Design time_display_scan, sky130hd; sources not shown.
==> run_1/gate_families.png <==
Scale bar: 20 um.
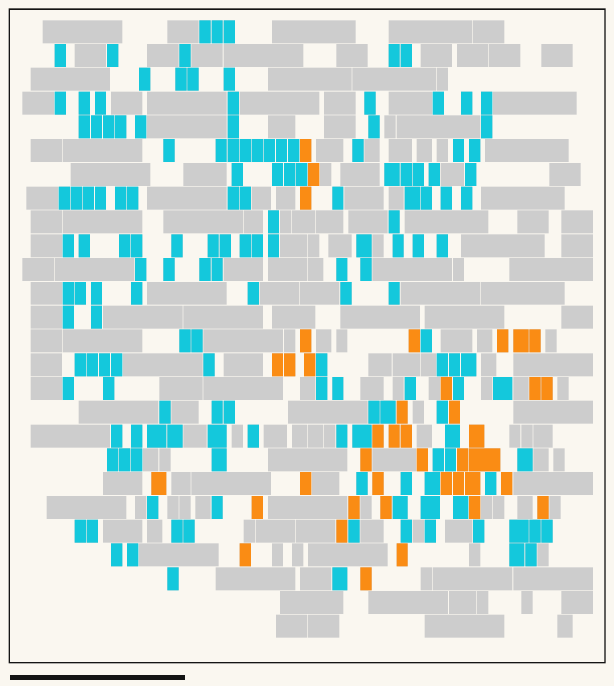
- NAND gates: cyan (cells 159; most used nand2_1; where all over the die)
- NOR gates: orange (cells 40; most used nor2_1)
Finished Layout Cells: 439
logic gate fraction of the total cell area: 36.0%
commonest non-fill, non-tap cell in the layout: nand2_1

==> run_1/final_congestion.png <==
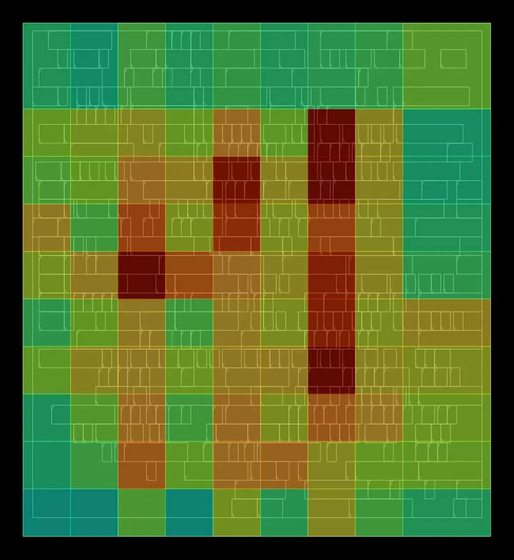
WL/cell: 11.8 um
met3 Usage GRT: 4.29%
global route hottest layer: met2

==> run_1/density.png <==
The die is cut into 7 by 7 equal tiles; dark blue is low, red is high, 0 to 100% covered.
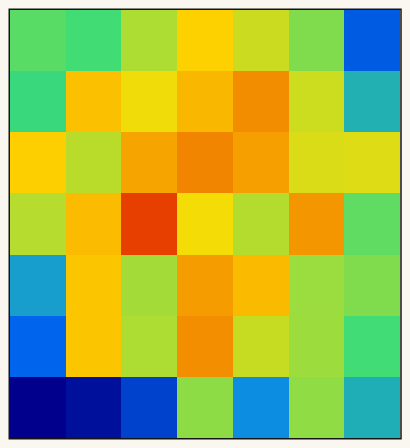
- nearly empty tiles: 2.0%
- mean over tiles: 61%
- emptiest ninth of the die: lower left
- fullest tile: 93%
fp util: 57.0%
Finished Core Util: 68.7%
CORE AREA: 4620 um2

==> run_1/metal_stack.png <==
Scale bar: 20 um.
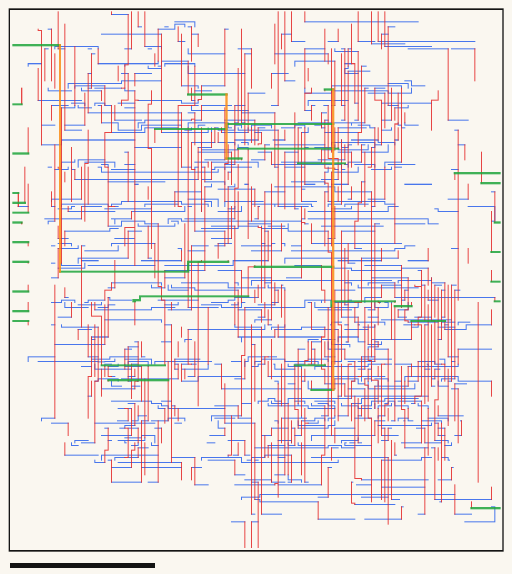
- met2: red (wire length 2540 um)
- met4: orange (wire length 81.6 um)
- met3: green (wire length 189 um)
- met1: blue (wire length 2390 um)
Total GRT Usage: 23.3%
via count: 2213
Routed WL: 5200 um

==> flow_summary.json, run 1 <==
{
  "worst_path_max_delay_cell": "clkdlybuf4s50_1",
  "ys_sh_mux_pct": 0,
  "fp.dieW_um": 68.0,
  "synth.comb.largest_family": "simple AND/OR/NAND/NOR gates",
  "cp-start-kind": "flop",
  "diodes": 0,
  "antenna_found_initial": 0,
  "via_per_inst": 5.04,
  "maxCapViolCount": 0,
  "synth_cell_types": 23,
  "cts.path.max_buffers": 2,
  "fin_crit_ns": 2.04,
  "worst_slew_pin_slew_ns": 0.527,
  "drc": 0,
  "ys_sh_xor_pct": 1.66,
  "drtIter0Drc": 123,
  "aoi_share_pct": 4.85,
  "place.gp.congestion": 0.888,
  "clk_pin_slew_ns": 0.09,
  "netlist_instances": 339,
  "post-route-period-util_pct": 95.9,
  "finalNetCount": 417,
  "status": "completed",
  "final_cell_area_um2": 3170,
  "max_freq_ghz": 0.489,
  "end_kind": "primary output",
  "power_uw": 1630,
  "hold_class": "reg -> reg",
  "arrival_ns": 1.52,
  "power_leakage_uw": 0.00150,
  "ys_seq_share_pct": 50.0,
  "cts_tree": "done",
  "warning_count": 34,
  "synth-edff-count": 0,
  "synthArstFlopShare_pct": 100,
  "layout-drive-gt1-share_pct": 10.2,
  "slew_headroom_pct": 64.9,
  "ys_area_um2": 2630,
  "ys_cells": 339,
  "crit_chain": "clkdlybuf4s50_1",
  "worst-path-buf-inv": 1,
  "synth.avg_cell_area_um2": 7.77,
  "grt_pass1_vias": 2093,
  "syn_to_final_growth_pct": 20.5,
  "ff_type": "dfrtp_1",
  "clk_latency_ns": 0.32,
  "simple_gate_area_share_pct": 30.8,
  "ir_drop_mv": 0.338,
  "largest_reg_flops": 16,
  "reg2reg_depth": 11,
  "maxSlewViolCount": 0,
  "cp.depth": 1,
  "synth_area_um2": 2630,
  "dpl.hpwl_um": 3880,
  "synth_flops": 52,
  "place_inst": 430,
  "numPortBuffers": 34,
  "cp_data_required_time_ns": 1.60,
  "grt_max_degree": 31,
  "post_dp_cell_area_um2": 3060,
  "cp_top_family": "buffers and inverters",
  "grt_pass1_wl_um": 8780,
  "post_cts_buffers": 0,
  "row_count": 26,
  "die_h_um": 74.6,
  "ant_nets": 0,
  "dr.pass1.iters": 4
}
run 1: power breakdown:
part | total, uW | internal [uW] | leakage, uW | switching (uW)
combinational | 65.5 | 39.7 | 0.000869 | 25.8
sequential | 988 | 988 | 0.000587 | 0
clock | 580 | 234 | 0.0000445 | 347
total | 1630 | 1260 | 0.00150 | 373
run 1: cells in the mapped netlist, types with 2 or more instances:
cell type	n	area [um2]
dfrtp_1	40	1000
ha_1	12	150
dfstp_2	12	315
nand3_1	14	70.1
o21ai_1	2	10.0
buf_2	4	20.0
buf_6	2	22.5
nor3_1	4	20.0
inv_1	37	139
nand2_1	139	522
or2_2	3	18.8
o21ai_0	13	65.1
nand4_1	5	31.3
nor2_1	35	131
a21oi_1	5	25.0
xor2_1	5	43.8
run 1: cell usage in the layout, fill, tap and decap left out, types with 6 or more instances in the layout:
master and instances:
nand2_1 139, dfrtp_1 40, inv_1 35, nor2_1 35
clkdlybuf4s50_1 33, nand3_1 14, o21ai_0 12, ha_1 12
dfstp_2 12, buf_4 6
run 1: repair_timing:
action	CTS	global route
endpoints found under the hold margin	10	0
gates cloned	0	0
setup endpoints to repair	2	7
gates resized	1	5
hold buffers	1	0
run 1: final cells by class:
type / instances / area, um2
Timing Repair Buffer: 42 / 410
Fill cell: 393 / 1450
Tap cell: 56 / 70.1
Sequential cell: 52 / 1320
Inverter: 38 / 143
Clock inverter: 3 / 21.3
Multi-Input combinational cell: 243 / 1140
Clock buffer: 5 / 68.8
run 1: logic make-up after synthesis:
family | Yosys count
and+or+nand+nor | 202
xor gates and xnor gates | 5
DFF | 52
AOI/OAI and AO/OA | 24
adders and majority gates | 12
buffers and inverters | 44
run 1: stage by stage:
stage | hold slack, ns | util, % | setup slack (ns)
5_1_grt | 0.416 | 68.7 | -0.00281
4_1_cts | 0.395 | 68.4 | 0.0104
3_5_place_dp | 0.331 | 66.3 | -0.00906
2_1_floorplan | 0.0304 | - | 0.166
3_3_place_gp | 0.327 | 66.3 | 0.0756
6_report | 0.390 | 68.7 | 0.0863
run 1: per-layer routing:
| metal | wire [um] | vias to the layer above | GRT usage, % | share of wire [%] |
|---|---|---|---|---|
| met2 | 2540 | 45 | 39.0 | 49 |
| met1 | 2390 | 1031 | 28.9 | 46 |
| met5 | 0 | - | 0 | 0 |
| met3 | 188 | 8 | 4.29 | 3.6 |
| met4 | 81 | 0 | 10.9 | 1.6 |
| li1 | - | 1129 | - | - |
==> run 1 -> run 2 <==
--- a/config.mk
+++ b/config.mk
@@ -6,7 +6,7 @@
 export NUM_CORES = 1
 export LEC_CHECK = 0
 export ABC_AREA = 1
-export CAP_MARGIN = 30
+export CAP_MARGIN = 20
 export CORE_ASPECT_RATIO = 1.1
 export CORE_UTILIZATION = 55
 export DETAILED_ROUTE_END_ITERATION = 7
==> run_2/metal_stack.png <==
Scale bar: 20 um.
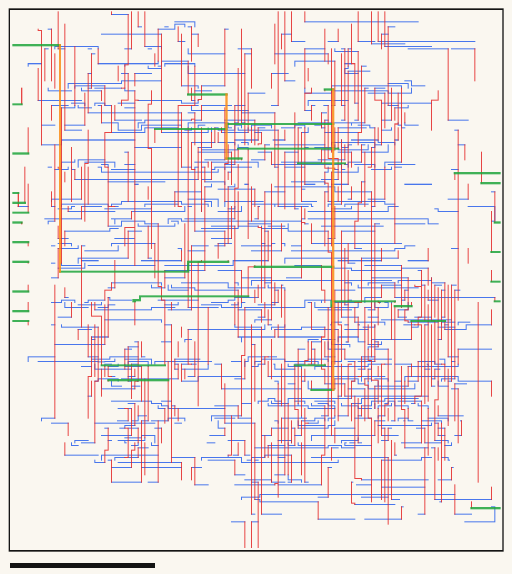
- met1: blue (wire length 2390 um)
- met4: orange (wire length 81.6 um)
- met3: green (wire length 189 um)
- met2: red (wire length 2540 um)

==> run 2 against run 1 <==
Compared with the run above:
- non-clock buffer count stayed put
- highest routed layer unchanged
- sequential cell count stayed put
- critical path type unchanged
- maximum frequency stayed put
- first-iteration DRC count stayed put
- critical endpoint unchanged
- die area stayed put
- largest power group unchanged
==> flow_summary.json, run 2 <==
{
  "reg2reg_depth": 11,
  "final_cell_area_um2": 3170,
  "detail_route.wl_per_cell_um": 11.8,
  "hold_class": "reg -> reg",
  "largest_reg_flops": 16,
  "synth.avg_cell_area_um2": 7.77,
  "ant_nets": 0,
  "synth_cell_types": 23,
  "ys_seq_share_pct": 50.0,
  "synth_top_cell_by_area": "dfrtp_1",
  "maxCapViolCount": 0,
  "drt_wl_total_um": 5200,
  "grt_pass1_wl_um": 8780,
  "worst_slew_pin_slew_ns": 0.527,
  "top_cell": "nand2_1",
  "cts_tree": "done",
  "synth_area_um2": 2630,
  "ys_cells": 339,
  "fp_util_pct": 57.0,
  "ir_drop_mv": 0.338,
  "stdcell_count": 439,
  "power_leakage_uw": 0.00150,
  "cts.path.max_buffers": 2,
  "drtIter0Drc": 123,
  "diodes": 0,
  "fp.dieW_um": 68.0,
  "warning_count": 34,
  "max_freq_ghz": 0.489,
  "status": "completed",
  "place.gp.congestion": 0.888,
  "place_inst": 430,
  "synth_flops": 52,
  "num_vias": 2213,
  "ys_area_um2": 2630,
  "worst-path-buf-inv": 1,
  "grt_usage_pct": 23.3,
  "synth_top_area_share_pct": 38.0,
  "drc": 0,
  "row_count": 26,
  "pwr-share-seq_pct": 60.5,
  "layout-drive-gt1-share_pct": 10.2,
  "worst_path_max_delay_cell": "clkdlybuf4s50_1",
  "synthTopCellsByArea": "dfrtp_1 38%, nand2_1 20%, dfstp_2 12%",
  "end_kind": "primary output",
  "mostFrequentLayoutCell": "nand2_1"
}
[run 2: cell counts in the layout (fill, tap and decap cells not counted)]
No cell type changed its count.
[run 2: routing by layer]
layer  global-route usage (%)  wire length, um
met1                     28.9             2390
met2                     39.0             2540
met3                     4.29              188
met4                     10.9               81
met5                        0                0
[run 2: repair_timing]
action,CTS,global route
setup endpoints to repair,2,7
buffers inserted,0,0
hold buffers,1,0
endpoints found under the hold margin,10,0
pin swaps,0,0
resized,1,5
cloned,0,0
[run 2: layout make-up]
type | count | area (um2) | share of cell area (%)
clock buffers | 5 | 68.8 | 2.17
multi-input cells | 243 | 1140 | 36.0
repair buffers | 42 | 410 | 12.9
flip-flops and latches | 52 | 1320 | 41.5
well taps | 56 | 70.1 | 2.21
inverters | 38 | 143 | 4.50
clock inverters | 3 | 21.3 | 0.671
[run 2: through the flow]
stage / power (uW) / setup TNS (ns) / setup slack [ns] / hold WS, ns / util [%]
after floorplan: 1010 / 0 / 0.166 / 0.0304 / -
after global placement: 1070 / 0 / 0.0756 / 0.327 / 66.3
after detailed placement: 1070 / -0.00906 / -0.00906 / 0.331 / 66.3
after CTS: 1640 / 0 / 0.0104 / 0.395 / 68.4
after global routing: 1680 / -0.00281 / -0.00281 / 0.416 / 68.7
final: 1630 / 0 / 0.0863 / 0.390 / 68.7
[run 2: power by group through the flow]
stage | Clock (uW) | Combinational [uW] | Sequential (uW)
after detailed placement | 0 | 66.1 | 1010
after CTS | 588 | 67.6 | 988
after floorplan | 0 | 1.91 | 1010
after global placement | 0 | 66.0 | 1010
after global routing | 622 | 73.5 | 988
final | 580 | 65.5 | 988
[run 2: cell families after synthesis]
kind of cell | synth area share, %
buf+inv | 7.03
simple gates | 30.8
fa+ha+maj | 5.70
xor+xnor | 1.66
flops | 50.0
compound gates | 4.85
Power figures rest on the tool's default switching activity, not on a simulated workload.
